`src/rtl/mil1553_tx_encoder.sv`:
```
// -----------------------------------------------------------------------------
// mil1553_tx_encoder
//
// Manchester II word transmitter for the MIL-STD-1553 transmit path. Words are
// accepted over a valid/ready handshake into a one-entry holding register and
// then shifted onto the bus as a 20-bit-time word: 3-bit-time sync, 16 data
// bits (MSB first) and an odd parity bit. Each bit time is two half-bits of
// HALF_BIT_CYCLES clocks. Words queued during a transmission follow with no
// gap on the bus.
//
// Parameters:
//   HALF_BIT_CYCLES  clocks per Manchester half-bit (>= 2)
//
// Ports:
//   i_clk         system clock
//   i_rst         synchronous active-high reset, aborts any word in flight
//   i_valid       word offered
//   o_ready       holding register empty
//   i_data        16-bit payload, MSB transmitted first
//   i_sync_cmd    1 = command/status sync, 0 = data sync
//   i_inj_parity  (MIL1553_TX_PARITY_INJECT_EN only) invert the parity bit
//   o_tx_p        bus positive drive
//   o_tx_n        bus negative drive (complement of o_tx_p while enabled)
//   o_tx_en       transceiver enable, high while a word is on the bus
//   o_busy        word shifting or held
//   o_done        one-cycle pulse on the final cycle of each word
//
// Build option:
//   MIL1553_TX_PARITY_INJECT_EN  adds i_inj_parity for deliberate parity
//                                errors used in bus-monitor testing.
// -----------------------------------------------------------------------------
module mil1553_tx_encoder #(
  parameter int HALF_BIT_CYCLES = 50
) (
  input  logic        i_clk,
  input  logic        i_rst,
  input  logic        i_valid,
  output logic        o_ready,
  input  logic [15:0] i_data,
  input  logic        i_sync_cmd,
`ifdef MIL1553_TX_PARITY_INJECT_EN
  input  logic        i_inj_parity,
`endif
  output logic        o_tx_p,
  output logic        o_tx_n,
  output logic        o_tx_en,
  output logic        o_busy,
  output logic        o_done
);

  localparam int            CW             = (HALF_BIT_CYCLES > 2) ? $clog2(HALF_BIT_CYCLES) : 1;
  localparam logic [CW-1:0] CYC_LAST       = CW'(HALF_BIT_CYCLES - 1);
  localparam logic [5:0]    HALF_SYNC_LAST = 6'd5;
  localparam logic [5:0]    HALF_DATA_LAST = 6'd37;
  localparam logic [5:0]    HALF_WORD_LAST = 6'd39;

  typedef enum logic [1:0] {IDLE, SYNC, DATA, PARITY} state_t;

  state_t        state, state_nxt;
  logic [CW-1:0] cyc, cyc_nxt;
  logic [5:0]    half, half_nxt;
  logic [15:0]   shreg, shreg_nxt;
  logic          cmd, cmd_nxt;
  logic          par, par_nxt;

  logic          hold_valid, hold_valid_nxt;
  logic [15:0]   hold_data;
  logic          hold_cmd;
  logic          hold_par;

  logic          accept;
  logic          load;
  logic          capt_par;
  logic          level_nxt;
  logic          done_nxt;

  assign accept = i_valid & o_ready;

  // Parity is odd over data plus parity, so it is the inverted XOR of the data.
`ifdef MIL1553_TX_PARITY_INJECT_EN
  assign capt_par = ~(^i_data) ^ i_inj_parity;
`else
  assign capt_par = ~(^i_data);
`endif

  // The engine frees the holding register when it loads from it; a new
  // handshake on that same cycle lands in the freed entry.
  assign hold_valid_nxt = accept | (hold_valid & ~load);

  always_ff @(posedge i_clk) begin
    if (i_rst) begin
      hold_valid <= 1'b0;
      hold_data  <= '0;
      hold_cmd   <= 1'b0;
      hold_par   <= 1'b0;
    end else begin
      hold_valid <= hold_valid_nxt;
      if (accept) begin
        hold_data <= i_data;
        hold_cmd  <= i_sync_cmd;
        hold_par  <= capt_par;
      end
    end
  end

  // Shift engine state register.
  always_ff @(posedge i_clk) begin
    if (i_rst) begin
      state <= IDLE;
      cyc   <= '0;
      half  <= '0;
      shreg <= '0;
      cmd   <= 1'b0;
      par   <= 1'b0;
    end else begin
      state <= state_nxt;
      cyc   <= cyc_nxt;
      half  <= half_nxt;
      shreg <= shreg_nxt;
      cmd   <= cmd_nxt;
      par   <= par_nxt;
    end
  end

  // Next-state logic. half counts half-bits across the whole word (0..39);
  // the data register shifts after the second half of each data bit so
  // shreg[15] is always the bit currently on the bus.
  always_comb begin
    state_nxt = state;
    cyc_nxt   = cyc;
    half_nxt  = half;
    shreg_nxt = shreg;
    cmd_nxt   = cmd;
    par_nxt   = par;
    load      = 1'b0;

    case (state)
      IDLE: begin
        if (hold_valid) load = 1'b1;
      end
      default: begin
        if (cyc == CYC_LAST) begin
          cyc_nxt  = '0;
          half_nxt = half + 6'd1;
          if (state == DATA && half[0]) shreg_nxt = {shreg[14:0], 1'b0};
          if (half == HALF_SYNC_LAST) begin
            state_nxt = DATA;
          end else if (half == HALF_DATA_LAST) begin
            state_nxt = PARITY;
          end else if (half == HALF_WORD_LAST) begin
            half_nxt = '0;
            if (hold_valid) load = 1'b1;
            else            state_nxt = IDLE;
          end
        end else begin
          cyc_nxt = cyc + 1'b1;
        end
      end
    endcase

    if (load) begin
      state_nxt = SYNC;
      cyc_nxt   = '0;
      half_nxt  = '0;
      shreg_nxt = hold_data;
      cmd_nxt   = hold_cmd;
      par_nxt   = hold_par;
    end
  end

  // Bus level for the upcoming cycle. Even half-bit indices are the first
  // half of a bit (sync occupies 0..5), so a bit value shows unchanged on the
  // even half and inverted on the odd half.
  always_comb begin
    level_nxt = 1'b0;
    case (state_nxt)
      SYNC:    level_nxt = (half_nxt < 6'd3) ? cmd_nxt : ~cmd_nxt;
      DATA:    level_nxt = shreg_nxt[15] ^ half_nxt[0];
      PARITY:  level_nxt = par_nxt ^ half_nxt[0];
      default: level_nxt = 1'b0;
    endcase
    done_nxt = (state_nxt == PARITY) && (half_nxt == HALF_WORD_LAST) &&
               (cyc_nxt == CYC_LAST);
  end

  // All outputs are registered from the next-state values so they line up
  // with the engine position of the same cycle.
  always_ff @(posedge i_clk) begin
    if (i_rst) begin
      o_ready <= 1'b1;
      o_tx_p  <= 1'b0;
      o_tx_n  <= 1'b0;
      o_tx_en <= 1'b0;
      o_busy  <= 1'b0;
      o_done  <= 1'b0;
    end else begin
      o_ready <= ~hold_valid_nxt;
      o_tx_en <= (state_nxt != IDLE);
      o_tx_p  <= (state_nxt != IDLE) & level_nxt;
      o_tx_n  <= (state_nxt != IDLE) & ~level_nxt;
      o_busy  <= (state_nxt != IDLE) | hold_valid_nxt;
      o_done  <= done_nxt;
    end
  end

endmodule

```
`config.mk`:
```
export PLATFORM = sky130hd
export DESIGN_NAME = mil1553_tx_encoder
export DESIGN_NICKNAME = d
export VERILOG_FILES = /design/src/rtl/mil1553_tx_encoder.sv
export SDC_FILE = /design/constraint.sdc
export NUM_CORES = 1
export LEC_CHECK = 0
export CAP_MARGIN = 20
export CELL_PAD_IN_SITES_DETAIL_PLACEMENT = 1
export CELL_PAD_IN_SITES_GLOBAL_PLACEMENT = 2
export CORE_MARGIN = 2
export CORE_UTILIZATION = 30
export CTS_CLUSTER_DIAMETER = 150
export DETAILED_ROUTE_END_ITERATION = 8
export PLACE_DENSITY = 0.8
export RECOVER_POWER = 100
export SLEW_MARGIN = 20
export SYNTH_ARGS = -nofsm -noshare
export SYNTH_HDL_FRONTEND = slang
export SYNTH_SLANG_ARGS = --single-unit
```
`constraint.sdc`:
```
create_clock -name i_clk -period 3.65 [get_ports i_clk]
set_input_delay 0.73 -clock i_clk [delete_from_list [all_inputs] [get_ports i_clk]]
set_output_delay 0.73 -clock i_clk [all_outputs]
set_load 0.005 [all_outputs]
```
Figure 1. Routed metal, one colour a layer (run 1).
Bar = 20 um.
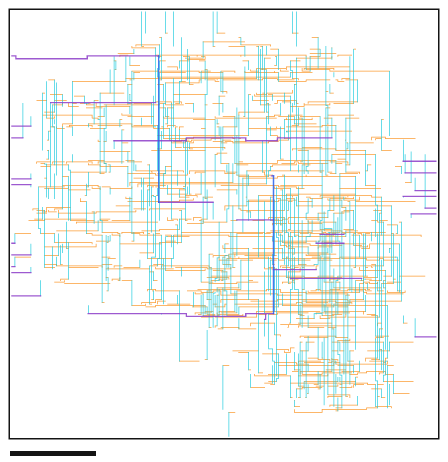
| layer | colour | wire length |
|---|---|---|
| metal 3 | purple | 291 um |
| metal 4 | blue | 66.0 um |
| metal 1 | orange | 3,280 um |
| metal 2 | cyan | 3,170 um |

Figure 2. Clock routing (run 1).
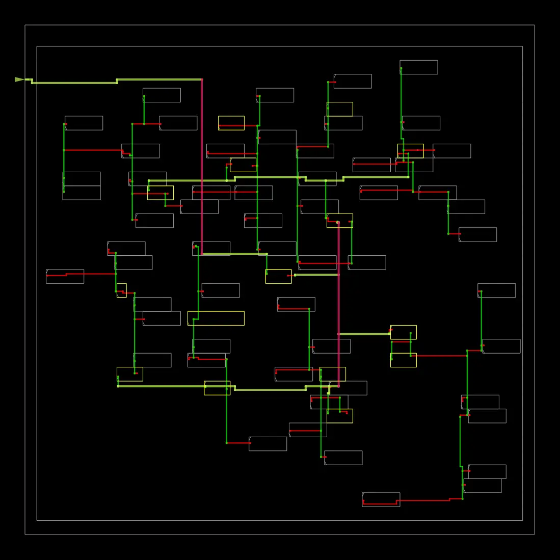
total clock buffers created by CTS: 9
number of clock-tree buffers in the layout: 13
clk sinks: 57
clock network power: 0.624 mW

Figure 3. I/O pins on the die edge (run 1).
Pins as bars across the die edge, other pins in grey.
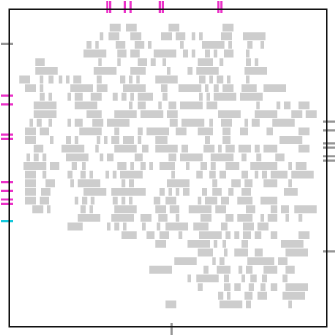
| port | colour | pins | direction | edge |
|---|---|---|---|---|
| `i_data` | magenta | 16 | input | 8 top, 8 left |
| `i_sync_cmd` | cyan | 1 | input | left |
all pins by edge: 10 left, 8 top, 7 right, 1 bottom

==> flow_metrics.env, run 1 <==
# physical design summary
export IMPL_finish_net_count=365
export IMPL_hold_path_class="reg -> reg"
export IMPL_place_detailed_hpwl_mm=4.92
export IMPL_dieArea_sq_um=9880
export IMPL_switching_share=0.238
export IMPL_path_depth=8
export IMPL_ys_ff=57
export IMPL_cts_max_level=3
export IMPL_post_cts_resized=0
export IMPL_highest_count_logic_cell_in_the_final_layout="sky130_fd_sc_hd__nand2_1"
export IMPL_first_pass_iters=4
export IMPL_timing_worst_slew_pin_value_ns=1.01
export IMPL_io_pins=26
export IMPL_yosysUniqueCellTypes=56
export IMPL_wl_met1_mm=3.28
export IMPL_run_status="complete, no violations"
export IMPL_area_sequential_sq_um=1140
export IMPL_drt_wl_total_mm=6.81
export IMPL_finalHoldWorstSlack_ns=0.456
export IMPL_total_switching_power_mw=0.348
Figure 4. Sequential cells grouped by signal name (run 1).
Other sequential cells in the stronger grey, the rest of the logic in the fainter grey.
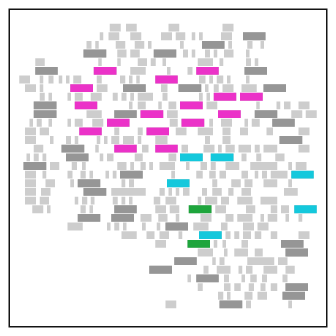

==> run 1 -> run 2 <==
==> constraint.sdc (replaced) <==
create_clock -name i_clk -period 2.85 [get_ports i_clk]
set_input_delay 0.57 -clock i_clk [delete_from_list [all_inputs] [get_ports i_clk]]
set_output_delay 0.57 -clock i_clk [all_outputs]
set_load 0.005 [all_outputs]
Figure 5. Sequential cells grouped by signal name (run 2).
Other sequential cells in the stronger grey, the rest of the logic in the fainter grey.
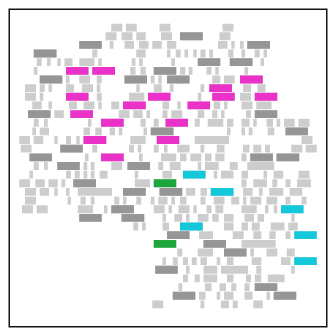
| name in the netlist | colour | sequential cells |
|---|---|---|
| `half` | cyan | 6 |
| `shreg` | magenta | 16 |
| `state` | green | 2 |
not coloured: 33

Figure 6. Routed metal, one colour a layer (run 2).
Bar = 20 um.
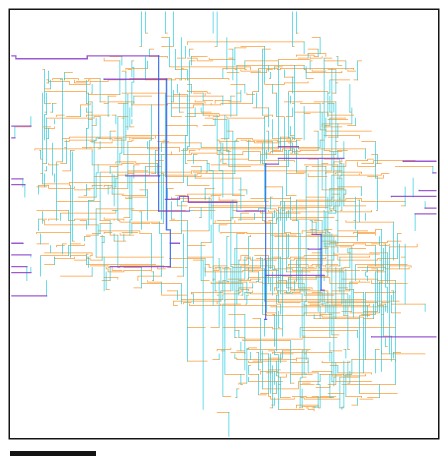
| layer | colour | wire length |
|---|---|---|
| metal 4 | blue | 129 um |
| metal 1 | orange | 3,470 um |
| metal 2 | cyan | 2,980 um |
| metal 3 | purple | 227 um |

==> run 2 against run 1 <==
  * Via count is 0.39% higher
  * Critical path depth stayed put
  * Clock power is about 50% higher
  * Synthesized cell count stayed put
==> flow_metrics.env, run 2 <==
# physical design summary
export IMPL_hold_path_class="reg -> reg"
export IMPL_clockNetworkPower_mw=0.937
export IMPL_cts_sink_count=57
export IMPL_io_pins=26
export IMPL_place_detailed_hpwl_mm=4.75
export IMPL_top_cells_by_area="sky130_fd_sc_hd__dfxtp_1, sky130_fd_sc_hd__nand2_1, sky130_fd_sc_hd__xnor2_1"
export IMPL_total_switching_power_mw=0.476
export IMPL_dieArea_sq_um=9880
export IMPL_finish_net_count=367
export IMPL_cts_buffers=9
export IMPL_post_cts_resized=0
export IMPL_drt_wl_total_mm=6.80
export IMPL_nClkBuffers=10
export IMPL_run_status="complete, no violations"
export IMPL_totalNegativeSetupSlack_ns=0
export IMPL_area_sequential_sq_um=1140
export IMPL_timing_worst_slew_pin_value_ns=1.06
export IMPL_path_depth=8
export IMPL_finalHoldWorstSlack_ns=0.456
export IMPL_first_pass_iters=4
export IMPL_highest_count_logic_cell_in_the_final_layout="sky130_fd_sc_hd__nand2_1"
export IMPL_ys_ff=57
Figure 7. I/O pins on the die edge (run 2).
Pins as bars across the die edge, other pins in grey.
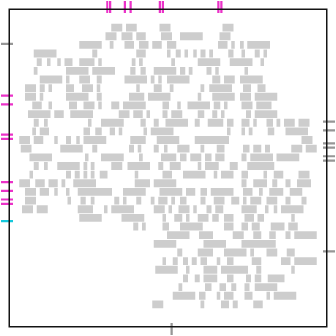

==> run 2 -> run 3 <==
--- a/config.mk
+++ b/config.mk
@@ -12,9 +12,8 @@
 export CORE_UTILIZATION = 30
 export CTS_CLUSTER_DIAMETER = 150
 export DETAILED_ROUTE_END_ITERATION = 8
-export PLACE_DENSITY = 0.8
+export PLACE_DENSITY_LB_ADDON = 0.1
 export RECOVER_POWER = 100
-export SLEW_MARGIN = 20
 export SYNTH_ARGS = -nofsm -noshare
 export SYNTH_HDL_FRONTEND = slang
 export SYNTH_SLANG_ARGS = --single-unit
Figure 8. I/O pins on the die edge (run 3).
Pins as bars across the die edge, other pins in grey.
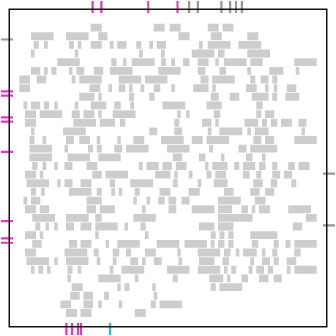
| port | colour | pins | direction | edge |
|---|---|---|---|---|
| `i_sync_cmd` | cyan | 1 | input | bottom |
| `i_data` | magenta | 16 | input | 8 left, 4 top, 4 bottom |

Figure 9. Routed metal, one colour a layer (run 3).
Bar = 20 um.
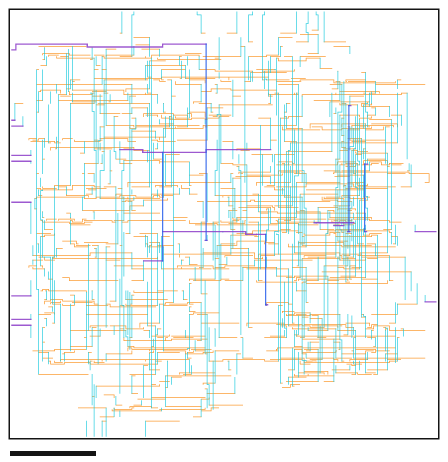
| layer | colour | wire length |
|---|---|---|
| metal 2 | cyan | 3,440 um |
| metal 4 | blue | 132 um |
| metal 1 | orange | 3,580 um |
| metal 3 | purple | 163 um |

==> run 3 against run 2 <==
  * Maximum frequency barely moved
  * Register-to-register slack hardly changed
  * Hold slack got worse by 0.00054 ns
  * Clock skew down 0.00052 ns
  * Non-clock buffer count up 4
  * Setup slack got worse by 0.00079 ns
  * Combinational power up 3%
  * First-iteration DRC count fell by 43%
  * Sequential power is essentially flat
  * Core utilization barely moved
  * Sequential share of layout area barely moved
  * Critical path depth is 1 lower
==> flow_metrics.env, run 3 <==
# physical design summary
export IMPL_run_status="complete, no violations"
export IMPL_path_depth=7
export IMPL_io_pins=26
export IMPL_global_route_peak_usage_layer="met2"
export IMPL_timing_worst_slew_pin_value_ns=1.06
export IMPL_cts_buffers=9
export IMPL_yosysUniqueCellTypes=56
export IMPL_area_sequential_sq_um=1140
export IMPL_finalHoldWorstSlack_ns=0.456
export IMPL_slack_of_the_worst_reg_to_reg_path_ns=0.28
export IMPL_dieArea_sq_um=9880
export IMPL_routed_wire_length_per_instance_um=15.9
export IMPL_hold_path_class="reg -> reg"
export IMPL_first_pass_iters=4
export IMPL_wl_met1_mm=3.58
export IMPL_ys_ff=57
export IMPL_place_detailed_hpwl_mm=5.22
export IMPL_clockNetworkPower_mw=0.802
export IMPL_nClkBuffers=14
export IMPL_cts_max_level=3
export IMPL_total_switching_power_mw=0.468
export IMPL_totalNegativeSetupSlack_ns=0
export IMPL_finish_net_count=371
export IMPL_switching_share=0.248
export IMPL_cts_sink_count=57
export IMPL_worst_reg2reg_endpoint="o_done"
export IMPL_post_cts_resized=0
export IMPL_highest_count_logic_cell_in_the_final_layout="sky130_fd_sc_hd__nand2_1"
export IMPL_drt_wl_total_mm=7.31
export IMPL_top_cells_by_area="sky130_fd_sc_hd__dfxtp_1, sky130_fd_sc_hd__nand2_1, sky130_fd_sc_hd__xnor2_1"
Power and IR drop assume default switching activity.
